Fig. 1: run 1, met3 routing
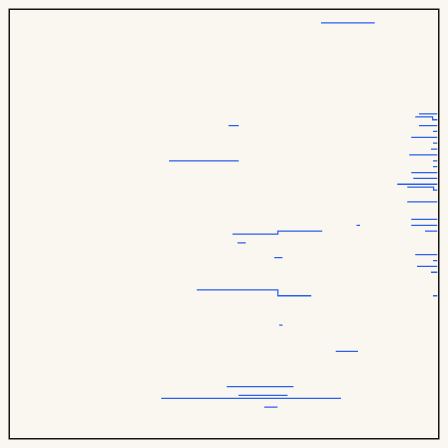
Fig. 2: run 1, wiring by layer
Only two layers are drawn.
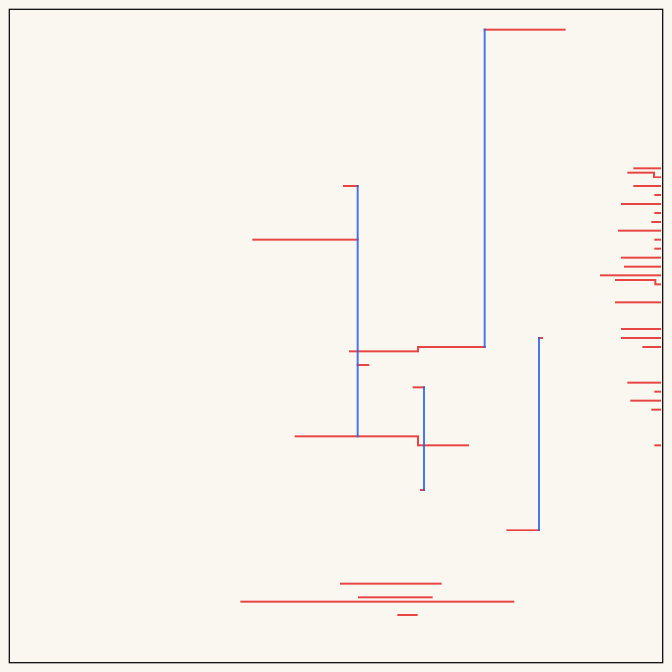
Fig. 3: run 1, routing congestion
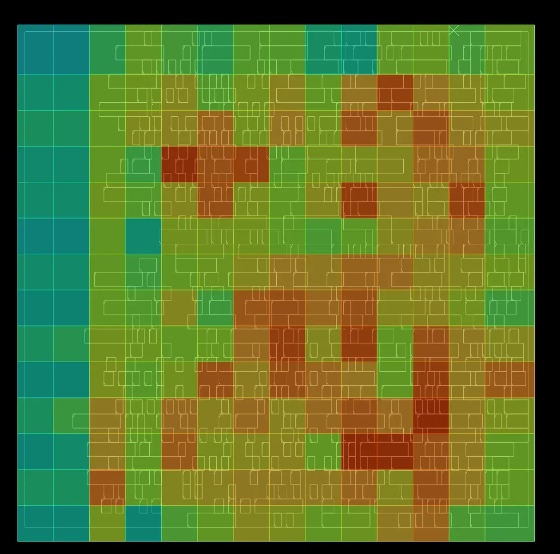
==> src/rtl/controla_display.sv <==
// controla_display: arbitrates the vending machine's shared 4-digit, 7-segment display.
// It picks the highest-priority message source and holds that message for HOLD_CYCLES
// after the source drops. The four active-low digit enables are scanned continuously.
module controla_display #(
    parameter int unsigned HOLD_CYCLES = 50_000_000,
    parameter int unsigned SCAN_DIV    = 50_000
) (
    input  logic       clk,
    input  logic       rst_n,
    input  logic       view_bebida_i,
    input  logic [6:0] seg_bebida_i,
    input  logic       sinal_cancel_i,
    input  logic       v_sense_i,
    input  logic       d_valor_i,
    output logic [3:0] digits_o,
    output logic [6:0] segments_o,
    output logic       ocupado_o,
    output logic [2:0] estado_o
);

    // HOLD_CYCLES >= 2, so the timer is always at least one bit wide.
    localparam int unsigned TimerW = $clog2(HOLD_CYCLES);
    localparam int unsigned ScanW  = (SCAN_DIV > 1) ? $clog2(SCAN_DIV) : 1;

    localparam logic [TimerW-1:0] HoldReload = TimerW'(HOLD_CYCLES - 1);
    localparam logic [ScanW-1:0]  ScanLast   = ScanW'(SCAN_DIV - 1);

    // Active-low glyphs, bit6=g ... bit0=a.
    localparam logic [6:0] GlyphDash  = 7'b0111111;
    localparam logic [6:0] GlyphE     = 7'b0000110;
    localparam logic [6:0] GlyphC     = 7'b1000110;
    localparam logic [6:0] GlyphBlank = 7'b1111111;

    // State codes double as priorities: a larger code always wins.
    typedef enum logic [2:0] {
        StOcioso      = 3'd0,
        StBebida      = 3'd1,
        StErroValor   = 3'd2,
        StErroSensor  = 3'd3,
        StCancela     = 3'd4
    } state_e;

    state_e              state_q, state_d;
    state_e              winner;
    logic                preempt;
    logic [TimerW-1:0]   timer_q, timer_d;
    logic [6:0]          latch_q, latch_d;
    logic [ScanW-1:0]    scan_q, scan_d;
    logic [1:0]          idx_q, idx_d;

    // Fixed-priority pick of the strongest asserted event this cycle.
    always_comb begin
        winner = StOcioso;
        if (sinal_cancel_i) begin
            winner = StCancela;
        end else if (v_sense_i) begin
            winner = StErroSensor;
        end else if (d_valor_i) begin
            winner = StErroValor;
        end else if (view_bebida_i && (seg_bebida_i != GlyphBlank)) begin
            // A blank drink pattern carries no information and is ignored.
            winner = StBebida;
        end
    end

    // An event takes over when it is at least as important as what is showing.
    assign preempt = (winner != StOcioso) && (3'(winner) >= 3'(state_q));

    // Next message state, hold timer and drink latch.
    always_comb begin
        state_d = state_q;
        timer_d = timer_q;
        latch_d = latch_q;
        if (preempt) begin
            state_d = winner;
            timer_d = HoldReload;
            if (winner == StBebida) begin
                latch_d = seg_bebida_i;
            end
        end else if (timer_q == '0) begin
            state_d = StOcioso;
        end else begin
            timer_d = timer_q - TimerW'(1);
        end
    end

    // Free-running digit scan, independent of the message state.
    always_comb begin
        scan_d = scan_q;
        idx_d  = idx_q;
        if (scan_q == ScanLast) begin
            scan_d = '0;
            idx_d  = idx_q + 2'd1;
        end else begin
            scan_d = scan_q + ScanW'(1);
        end
    end

    // State, timer, latch and scan registers.
    always_ff @(posedge clk or negedge rst_n) begin
        if (!rst_n) begin
            state_q <= StOcioso;
            timer_q <= '0;
            latch_q <= GlyphBlank;
            scan_q  <= '0;
            idx_q   <= 2'd0;
        end else begin
            state_q <= state_d;
            timer_q <= timer_d;
            latch_q <= latch_d;
            scan_q  <= scan_d;
            idx_q   <= idx_d;
        end
    end

    // Display outputs decode only registered values, so they cannot glitch on input changes.
    always_comb begin
        digits_o   = ~(4'b0001 << idx_q);
        ocupado_o  = (state_q != StOcioso);
        estado_o   = state_q;
        segments_o = GlyphDash;
        unique case (state_q)
            StOcioso:     segments_o = GlyphDash;
            StBebida:     segments_o = (idx_q == 2'd0) ? latch_q : GlyphBlank;
            StErroValor:  segments_o = (idx_q == 2'd0) ? GlyphE : GlyphBlank;
            StErroSensor: segments_o = GlyphE;
            StCancela:    segments_o = GlyphC;
            default:      segments_o = GlyphDash;
        endcase
    end

endmodule

==> config.mk <==
export PLATFORM = sky130hd
export DESIGN_NAME = controla_display
export DESIGN_NICKNAME = d
export VERILOG_FILES = /design/src/rtl/controla_display.sv
export SDC_FILE = /design/constraint.sdc
export NUM_CORES = 1
export LEC_CHECK = 0
export ABC_AREA = 1
export CAP_MARGIN = 10
export CELL_PAD_IN_SITES_DETAIL_PLACEMENT = 1
export CELL_PAD_IN_SITES_GLOBAL_PLACEMENT = 1
export CORE_UTILIZATION = 35
export CTS_CLUSTER_DIAMETER = 100
export CTS_CLUSTER_SIZE = 28
export DETAILED_ROUTE_END_ITERATION = 6
export GPL_TIMING_DRIVEN = 0
export HOLD_SLACK_MARGIN = 0.02
export PLACE_DENSITY = 0.72
export SYNTH_ARGS = -nofsm -noshare
export SYNTH_HDL_FRONTEND = slang
export SYNTH_SLANG_ARGS = --single-unit
export TNS_END_PERCENT = 30
==> constraint.sdc <==
create_clock -name clk -period 1.7 [get_ports clk]
set_input_delay 0.34 -clock clk [delete_from_list [all_inputs] [get_ports clk]]
set_output_delay 0.34 -clock clk [all_outputs]
set_load 0.02 [all_outputs]
==> metrics.csv, run 1 <==
stage,metric,value,unit
cells_and_area,flip-flops,54,
synth,cells in synth_stat.txt,456,
global_route,GRT Util Overall,20.83,%
power_and_ir_drop,logic gate share of total power,45.9,%
floorplanning,die width,99.22,um
floorplanning,I/O pin count,28,
global_route,antenna violations before repair,0,
synth,cells after synthesis,456,
synth,Top cell area share,35.55,%
power_and_ir_drop,Reg power frac,34.4,%
sta,Fin. Hold Viols,0,
routing,drc violations,1,
clock_tree,CTS tree,built,
cells_and_area,Largest regs,"timer_q x26, scan_q x16, latch_q x7",
sta,crit share post-route,107.1,%
routing,WL met2,5.126,mm
cells_and_area,# fillers,1137,
worst_setup_path,Worst Reg-to-Reg Cells,9,
floorplanning,Die Span Y,99.22,um
power_and_ir_drop,Power Internal,2.846,mW
clock_tree,CTS resizes,143,
routing,met1 WL,4.516,mm
power_and_ir_drop,Power Combinational,2.14,mW
cells_and_area,Commonest Layout Cell,nand2_1,
worst_setup_path,worst r2r src,estado_o[2]$_DFFE_PN0P_,
cells_and_area,area delta synth->final,30.37,%
synth,"Top FF cell, synth",dfrtp_1,
power_and_ir_drop,Psw,1.815,mW
routing,Vias,3185,
power_and_ir_drop,switching share of total power,38.94,%
sta,Clock Skew,12.93,ps
power_and_ir_drop,Lkg Pwr,2.114,nW
synth,asr flop ratio synth,100.0,%
worst_setup_path,crit path cell chain,inv_4 > nand3_4 > nand3b_1 > o21ai_1 > buf_4,
cells_and_area,Seq. cell area,1361,um^2
synth,"top comb family, area",simple AND/OR/NAND/NOR gates,
sta,unrepaired setup endpoints after global routing,true,
synth,"AND-OR/OR-AND Cells, Area Fraction",6.165,%
cells_and_area,Logic area,1919,um^2
cells_and_area,largest cell class by area,multi-input combinational cells,
cells_and_area,proportion of cell area spent on the clock network,2.698,%
synth,"Simple Share, Synth",37.71,%
cells_and_area,CLK BUF,5,
floorplanning,# rows,35,
floorplanning,Die ar.,9845,um^2
clock_tree,H-tree levels,2,
clock_tree,Worst-path clk slew,110,ps
routing,Final ANT Viol Nets,0,
worst_setup_path,critical path's top delay family,flip-flops,
synth,Ys Warns,0,
routing,highest metal used,met4,
power_and_ir_drop,total power,4.661,mW
clock_tree,clk root buf,clkbuf_8,
clock_tree,CTS hold repair buffers,1,
worst_setup_path,CP max stage delay,490,ps
global_route,vias in the first global route,3402,
job,max-cap violations,0,
worst_setup_path,reg2reg end,timer_q[6]$_DFFE_PN0P_,
synth,main area contributors,"dfrtp_1 (36%), nand2_1 (12%), nor2_1 (9.4%), inv_1 (7.6%), nand3_1 (6.1%)",
synth,Post-synth EDFFs,0,
cells_and_area,buffer share of cell area,11.46,%
cells_and_area,Final Instance Area,4313,um^2
worst_setup_path,Slowest cell on crit path,dfrtp_2,
synth,post-synthesis cell area,3308,um^2
min_path,hold endpoint,latch_q[3]$_DFFE_PN1P_,
synth,yosys adder share,3.404,%
power_and_ir_drop,Seq group,1.60,mW
sta,setup TNS,-1518,ps
power_and_ir_drop,power share of the clock group,19.7,%
worst_setup_path,critical path type,flip-flop to output port,
power_and_ir_drop,pwr dens,1081,nW/um^2
min_path,Hold Path Class,input port to flip-flop,
sta,Fin Hold WS,200.2,ps
global_route,"Remaining Overflow, GRT",0,
sta,final max-slew violation count,0,
sta,fmax,549.1,MHz
routing,Pre-Repair DR Iteration Count,6,
global_route,first-pass GRT wire length,16.26,mm
synth,top cells by count,"nand2_1 (108), nor2_1 (83), inv_1 (67)",
worst_setup_path,Worst EP arrival,1480,ps
cells_and_area,Final Non-Filler Cells,628,
sta,Worst Slack Setup Final,-121.2,ps
cells_and_area,Top Layout Cells,"nand2_1 (99), nor2_1 (69), inv_1 (55)",
worst_setup_path,Worst Setup EP,segments_o[4],
synth,"mux frac, synth",0,%
cells_and_area,Nets,538,
synth,largest area contributor in the netlist,dfrtp_1,
floorplanning,Core Footprint,9196,um^2
sta,Final setup viols,31,
cells_and_area,Top reg by flops,timer_q,
clock_tree,Post-CTS Setup Inserts,20,
cells_and_area,#MultiIn Comb,330,
run_status,status,"complete, but fails checks",
cells_and_area,max FFs per register,26,
cells_and_area,nonclk inv count,69,
sta,fin crit period,1821,ps
placement,dpl cells,595,
worst_setup_path,startpoint types,flip-flop,
clock_tree,Clock Latency Late Sink,320,ps
synth,flops out of synthesis,54,
sta,Worst Tran Pin Value,395.5,ps
cells_and_area,count of non-CTS buffers in the layout,56,
routing,Vias/cell,5.072,
cells_and_area,share of cells above drive strength 1,28.63,%
clock_tree,clock sink total,54,
synth,xor+xnor area frac,2.912,%
sta,Slew HR,73.63,%
min_path,hold path cells,3,
power_and_ir_drop,"IR drop worst, VDD",0.4694,mV
placement,Detailed Place HPWL,6.738,mm
run_status,failing checks,"design-rule violations, negative setup slack",
placement,placed inst area,3742,um^2
floorplanning,fp_density,35.97,%
job,tool warning count,32,
worst_setup_path,cell count along the critical path,5,
## Picture notes: Fig. 1
nets with wire on the layer: 30
share of all routed wire: 2.5%
main direction: horizontal
drt total wl: 10.02 mm
M3 GR Usage: 2.600%

## Picture notes: Fig. 2
legend:
  metal 3:
    color: red
    wire_length: 247 um
  metal 4:
    color: blue
    wire_length: 131 um

## Picture notes: Fig. 3
Global Route met1 Usage: 25.70%
DR WL/cell: 15.96 um
final core utilization: 46.90%
GR Layer Usage met2: 38.41%

Fig. 4: run 1, pin map
Pins as bars across the die edge, other pins in gray.
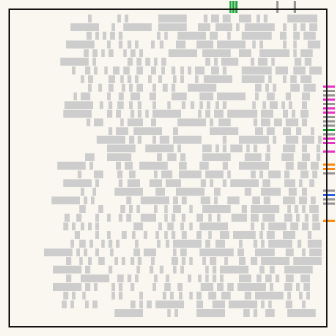

## Run 2: what changed since run 1
--- a/config.mk
+++ b/config.mk
@@ -15,7 +15,7 @@
 export DETAILED_ROUTE_END_ITERATION = 6
 export GPL_TIMING_DRIVEN = 0
 export HOLD_SLACK_MARGIN = 0.02
-export PLACE_DENSITY = 0.72
+export PLACE_DENSITY = 0.67
 export SYNTH_ARGS = -nofsm -noshare
 export SYNTH_HDL_FRONTEND = slang
 export SYNTH_SLANG_ARGS = --single-unit
==> constraint.sdc (replaced) <==
create_clock -name clk -period 2.1 [get_ports clk]
set_input_delay 0.42 -clock clk [delete_from_list [all_inputs] [get_ports clk]]
set_output_delay 0.42 -clock clk [all_outputs]
set_load 0.02 [all_outputs]
Fig. 5: run 2, pin map
Pins as bars across the die edge, other pins in gray.
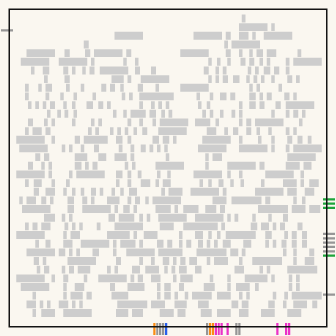
legend:
  sinal_cancel_i:
    color: blue
    pins: 1
    direction: input
    edge: bottom
  seg_bebida_i:
    color: magenta
    pins: 7
    direction: input
    edge: bottom
  estado_o:
    color: orange
    pins: 3
    direction: output
    edge: bottom
  digits_o:
    color: green
    pins: 4
    direction: output
    edge: right
port bufs: 27
Die Span Y: 99.22 um
die width: 99.22 um

==> run 2 against run 1 <==
Against the previous run:
- the run now ends clean
- via count is 5.2% lower
- clock power down 6.1%
- design area shrank 6.6%
- global-route usage shrank 1.3 points
- synthesized area unchanged
- sequential power shrank about 20%
- flip-flop count unchanged
- routed wire length down 9.9%
- register-to-register slack better by 200 ps
- first-iteration DRC count shrank 19%
- clock-buffer cell count grew 1
- clock skew shrank 2.3 ps
- critical path type unchanged
==> metrics.csv, run 2 <==
stage,metric,value,unit
run_status,status,finished clean,
power_and_ir_drop,Power Internal,2.233,mW
sta,crit share post-route,96.09,%
worst_setup_path,reg2reg end,timer_q[4]$_DFFE_PN0P_,
power_and_ir_drop,Reg power frac,36.4,%
clock_tree,CTS tree,built,
worst_setup_path,Worst Setup EP,digits_o[2],
synth,asr flop ratio synth,100.0,%
floorplanning,# rows,35,
routing,Final ANT Viol Nets,0,
synth,top cells by count,"nand2_1 (108), nor2_1 (83), inv_1 (67)",
cells_and_area,Final Non-Filler Cells,609,
power_and_ir_drop,switching share of total power,36.29,%
global_route,antenna violations before repair,0,
worst_setup_path,crit-path max FO,3,
routing,highest metal used,met4,
sta,fmax,495.6,MHz
clock_tree,clk root buf,clkbuf_8,
cells_and_area,Final Instance Area,4026,um^2
synth,flops out of synthesis,54,
global_route,largest net degree at the start of global routing,36,
cells_and_area,count of non-CTS buffers in the layout,37,
cells_and_area,nonclk inv count,69,
clock_tree,Post-CTS Setup Inserts,2,
synth,sequential element share of the synthesized area,41.11,%
sta,Fin. Hold Viols,0,
routing,WL met2,4.796,mm
clock_tree,clock sink total,54,
clock_tree,H-tree levels,2,
worst_setup_path,R2R setup slack,110,ps
global_route,first-pass GRT wire length,15.40,mm
power_and_ir_drop,total power,3.505,mW
routing,initial DRC count,60,
worst_setup_path,CP endpoint kind,output port,
synth,Synth top cell by count,nand2_1,
clock_tree,CTS Buf Count,5,
worst_setup_path,Worst EP arrival,1600,ps
worst_setup_path,CP max stage delay,580,ps
worst_setup_path,crit path cell chain,inv_2 > ha_1 > inv_1 > clkdlybuf4s50_1,
synth,main area contributors,"dfrtp_1 (36%), nand2_1 (12%), nor2_1 (9.4%), inv_1 (7.6%), nand3_1 (6.1%)",
sta,fin crit period,2018,ps
power_and_ir_drop,Power Combinational,1.36,mW
clock_tree,CTS hold repair buffers,0,
floorplanning,fp_density,35.97,%
worst_setup_path,Worst setup startpoint,idx_q[0]$_DFFE_PN0N_,
worst_setup_path,Worst Reg-to-Reg Cells,8,
sta,Slew HR,64.66,%
worst_setup_path,cell count along the critical path,4,
sta,unrepaired setup endpoints after global routing,false,
synth,cells in synth_stat.txt,456,
synth,post-synthesis cell area,3308,um^2
floorplanning,Die ar.,9845,um^2
sta,Clock Skew,10.62,ps
sta,Worst Slack Setup Final,82.15,ps
synth,"AND-OR/OR-AND Cells, Area Fraction",6.165,%
power_and_ir_drop,"IR drop worst, VDD",0.4713,mV
synth,Yosys Chip Area,3308,um^2
clock_tree,Worst-path clk slew,100,ps
global_route,"Remaining Overflow, GRT",0,
sta,setup TNS,0,ps
floorplanning,Core Footprint,9196,um^2
worst_setup_path,worst r2r src,estado_o[2]$_DFFE_PN0P_,
min_path,Hold Path Class,input port to async pin,
power_and_ir_drop,Psw,1.272,mW
power_and_ir_drop,Lkg Pwr,2.090,nW
clock_tree,worst-case clock buffer depth,2,
cells_and_area,Commonest Layout Cell,nand2_1,
global_route,GR peak layer,met2,
synth,"Simple Share, Synth",37.71,%
synth,largest area contributor in the netlist,dfrtp_1,
power_and_ir_drop,Seq group,1.28,mW
synth,"mux frac, synth",0,%
power_and_ir_drop,largest power group,combinational logic,
worst_setup_path,startpoint types,flip-flop,
cells_and_area,Seq. cell area,1361,um^2
routing,Vias/cell,4.957,
cells_and_area,area delta synth->final,21.71,%
cells_and_area,Nets,519,
sta,Fin Hold WS,76.07,ps
worst_setup_path,Slowest cell on crit path,clkdlybuf4s50_1,
clock_tree,CTS resizes,36,
cells_and_area,Largest regs,"timer_q x26, scan_q x16, latch_q x7",
routing,Pre-Repair DR Iteration Count,4,
placement,Detailed Place HPWL,6.806,mm
power_and_ir_drop,logic gate share of total power,38.9,%
cells_and_area,share of cells above drive strength 1,15.46,%
placement,placed inst area,3732,um^2
synth,Top cell area share,35.55,%
cells_and_area,proportion of cell area spent on the clock network,3.543,%
routing,metal3 WL,137,um
global_route,GR Layer Usage met2,37.82,%
worst_setup_path,Worst Path Buf+Inv,3,
power_and_ir_drop,power share of the clock group,24.7,%
floorplanning,I/O pin count,28,
synth,"Top FF cell, synth",dfrtp_1,
synth,"Avg Cell Area, Syn",7.255,um^2
cells_and_area,#MultiIn Comb,330,
power_and_ir_drop,pwr dens,870.4,nW/um^2
synth,Ys Warns,0,
placement,dpl cells,595,
synth,yosys adder share,3.404,%
cells_and_area,largest cell class by area,multi-input combinational cells,
job,tool warning count,30,
cells_and_area,Logic area,1744,um^2
synth,cells after synthesis,456,
sta,Worst Tran Pin Value,530.1,ps
global_route,Global Route met1 Usage,22.65,%
worst_setup_path,critical path's top delay family,buffers and inverters,
cells_and_area,Top Layout Cells,"nand2_1 (105), nor2_1 (78), inv_1 (59)",
cells_and_area,buffer share of cell area,9.229,%
cells_and_area,max FFs per register,26,
synth,xor+xnor area frac,2.912,%
cells_and_area,final core utilization,43.78,%
routing,drc violations,0,
clock_tree,Clock Latency Late Sink,310,ps
synth,"top comb family, area",simple AND/OR/NAND/NOR gates,
cells_and_area,CLK BUF,6,
cells_and_area,# fillers,1161,
cells_and_area,Top reg by flops,timer_q,
global_route,M3 GR Usage,2.389,%
global_route,vias in the first global route,3279,
cells_and_area,flip-flops,54,
placement,gpl congestion,0.8037,
routing,met1 WL,4.008,mm
synth,Post-synth EDFFs,0,
worst_setup_path,critical path type,flip-flop to output port,
sta,Final setup viols,0,
sta,final max-slew violation count,0,
job,max-cap violations,0,
Fig. 6: run 2, wiring by layer
Only two layers are drawn.
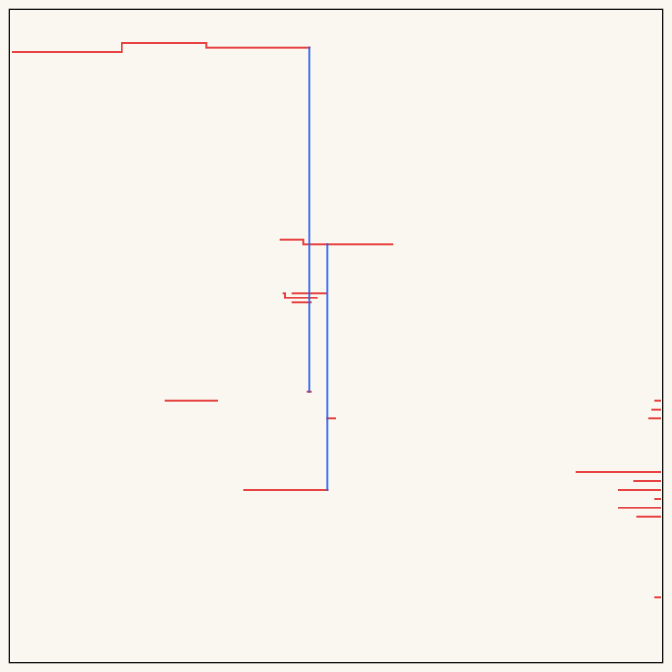
legend:
  metal 4:
    color: blue
    wire_length: 89.8 um
  metal 3:
    color: red
    wire_length: 138 um
GRT Util Overall: 19.54%
DR WL/cell: 14.83 um
Vias: 3,019
drt total wl: 9.032 mm

Fig. 7: run 2, where the registers sit
Other sequential cells in the stronger gray, the rest of the logic in the fainter gray.
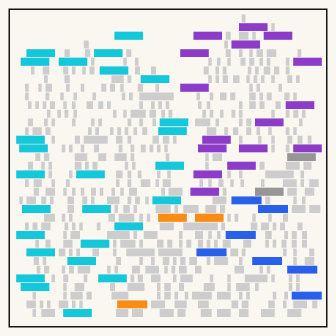

## Run 3: what changed since run 2
--- a/config.mk
+++ b/config.mk
@@ -19,4 +19,4 @@
 export SYNTH_ARGS = -nofsm -noshare
 export SYNTH_HDL_FRONTEND = slang
 export SYNTH_SLANG_ARGS = --single-unit
-export TNS_END_PERCENT = 30
+export TNS_END_PERCENT = 50
Fig. 8: run 3, where the registers sit
Other sequential cells in the stronger gray, the rest of the logic in the fainter gray.
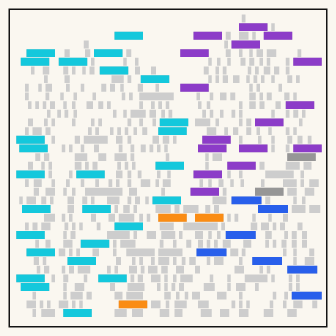
legend:
  latch_q:
    color: blue
    placed_flops: 7
    where: lower right
  estado_o:
    color: orange
    placed_flops: 3
  timer_q:
    color: cyan
    placed_flops: 26
  scan_q:
    color: purple
    placed_flops: 16
not colored: 2

==> run 3 against run 2 <==
Against the previous run:
- flip-flop count did not move
- utilization shrank 0.30 points
- die size stayed put
- non-clock buffer count up 3
- clock skew grew 0.79 ps
- maximum frequency is 1.4% lower
- sequential share of layout area grew 0.20 points
- largest cell class unchanged
- largest power group unchanged
==> metrics.csv, run 3 <==
stage,metric,value,unit
cells_and_area,count of non-CTS buffers in the layout,40,
placement,Detailed Place HPWL,6.806,mm
sta,final max-slew violation count,0,
global_route,GRT Util Overall,19.84,%
global_route,GR Layer Usage met2,37.45,%
clock_tree,H-tree levels,2,
sta,Slew HR,65.40,%
synth,Synth top cell by count,nand2_1,
synth,"Avg Cell Area, Syn",7.255,um^2
placement,port bufs,27,
routing,highest metal used,met4,
floorplanning,Die Span Y,99.22,um
cells_and_area,Seq. cell area,1360,um^2
worst_setup_path,Worst EP arrival,2250,ps
floorplanning,Die ar.,9845,um^2
synth,"Top FF cell, synth",dfrtp_1,
power_and_ir_drop,Reg power frac,35.4,%
sta,Worst Slack Setup Final,53.76,ps
run_status,status,finished clean,
power_and_ir_drop,Power Internal,2.341,mW
synth,Post-synth EDFFs,0,
cells_and_area,share of cells above drive strength 1,14.17,%
worst_setup_path,Worst Path Buf+Inv,3,
cells_and_area,CLK BUF,6,
worst_setup_path,crit path cell chain,dlygate4sd2_1 > or2_1 > inv_2 > nor2_1 > ha_1 > nand2_1 > o211ai_4 > nand2_4 > bufbuf_16 > o21ai_1 > nor2_1,
worst_setup_path,reg2reg end,timer_q[1]$_DFFE_PN0P_,
clock_tree,Worst-path clk slew,100,ps
global_route,antenna violations before repair,0,
routing,Vias/cell,4.954,
cells_and_area,# fillers,1181,
cells_and_area,Largest regs,"timer_q x26, scan_q x16, latch_q x7",
power_and_ir_drop,largest power group,combinational logic,
worst_setup_path,Worst Reg-to-Reg Cells,10,
sta,Fin Hold WS,72.25,ps
power_and_ir_drop,Lkg Pwr,2.037,nW
cells_and_area,Commonest Layout Cell,nand2_1,
global_route,vias in the first global route,3318,
clock_tree,clock sink total,54,
power_and_ir_drop,total power,3.595,mW
clock_tree,worst-case clock buffer depth,2,
routing,Final ANT Viol Nets,0,
cells_and_area,Nets,522,
placement,gpl congestion,0.8037,
routing,DR WL/cell,14.57,um
cells_and_area,max FFs per register,26,
power_and_ir_drop,Seq group,1.27,mW
sta,Worst Tran Pin Value,519.0,ps
clock_tree,CTS tree,built,
routing,Pre-Repair DR Iteration Count,4,
clock_tree,CTS Buf Count,5,
routing,met1 WL,3.931,mm
global_route,"Remaining Overflow, GRT",0,
global_route,first-pass GRT wire length,15.57,mm
routing,initial DRC count,59,
routing,WL met2,4.665,mm
job,tool warning count,31,
sta,unrepaired setup endpoints after global routing,true,
clock_tree,clk root buf,clkbuf_8,
sta,setup TNS,0,ps
synth,yosys adder share,3.404,%
cells_and_area,Top Layout Cells,"nand2_1 (107), nor2_1 (81), inv_1 (60)",
floorplanning,die width,99.22,um
sta,Final setup viols,0,
floorplanning,# rows,35,
routing,drc violations,0,
power_and_ir_drop,Power Combinational,1.46,mW
cells_and_area,proportion of cell area spent on the clock network,3.567,%
synth,asr flop ratio synth,100.0,%
synth,sequential element share of the synthesized area,41.11,%
job,max-cap violations,0,
power_and_ir_drop,pwr dens,898.9,nW/um^2
synth,Top cell area share,35.55,%
sta,Fin. Hold Viols,0,
clock_tree,Post-CTS Setup Inserts,5,
worst_setup_path,worst r2r src,estado_o[2]$_DFFE_PN0P_,
worst_setup_path,cell count along the critical path,11,
worst_setup_path,Worst Setup EP,timer_q[24]$_DFFE_PN0P_,
power_and_ir_drop,logic gate share of total power,40.6,%
floorplanning,Core Footprint,9196,um^2
worst_setup_path,CP endpoint kind,flip-flop,
synth,top cells by count,"nand2_1 (108), nor2_1 (83), inv_1 (67)",
synth,Ys Warns,0,
global_route,GR peak layer,met2,
clock_tree,CTS hold repair buffers,0,
floorplanning,fp_density,35.97,%
placement,dpl cells,595,
synth,post-synthesis cell area,3308,um^2
cells_and_area,flip-flops,54,
synth,cells in synth_stat.txt,456,
synth,"Simple Share, Synth",37.71,%
clock_tree,Clock Latency Late Sink,310,ps
cells_and_area,area delta synth->final,20.88,%
sta,fmax,488.7,MHz
synth,main area contributors,"dfrtp_1 (36%), nand2_1 (12%), nor2_1 (9.4%), inv_1 (7.6%), nand3_1 (6.1%)",
worst_setup_path,Worst setup startpoint,v_sense_i,
synth,"top comb family, area",simple AND/OR/NAND/NOR gates,
sta,crit share post-route,97.44,%
cells_and_area,nonclk inv count,69,
synth,Yosys Chip Area,3308,um^2
cells_and_area,Final Instance Area,3999,um^2
worst_setup_path,Slowest cell on crit path,ha_1,
synth,flops out of synthesis,54,
worst_setup_path,CP max stage delay,320,ps
worst_setup_path,startpoint types,input port,
cells_and_area,final core utilization,43.48,%
synth,largest area contributor in the netlist,dfrtp_1,
power_and_ir_drop,power share of the clock group,24.0,%
sta,fin crit period,2046,ps
power_and_ir_drop,switching share of total power,34.87,%
Fig. 9: run 3, met3 routing
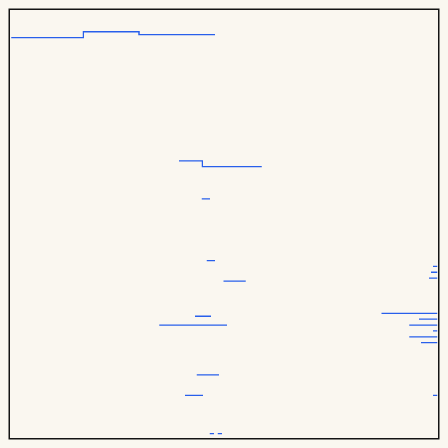
share of all routed wire: 1.6%
nets with wire on the layer: 15
Vias: 3,032
M3 GR Usage: 2.530%
drt total wl: 8.915 mm

Power is estimated from default activity; no workload was simulated.
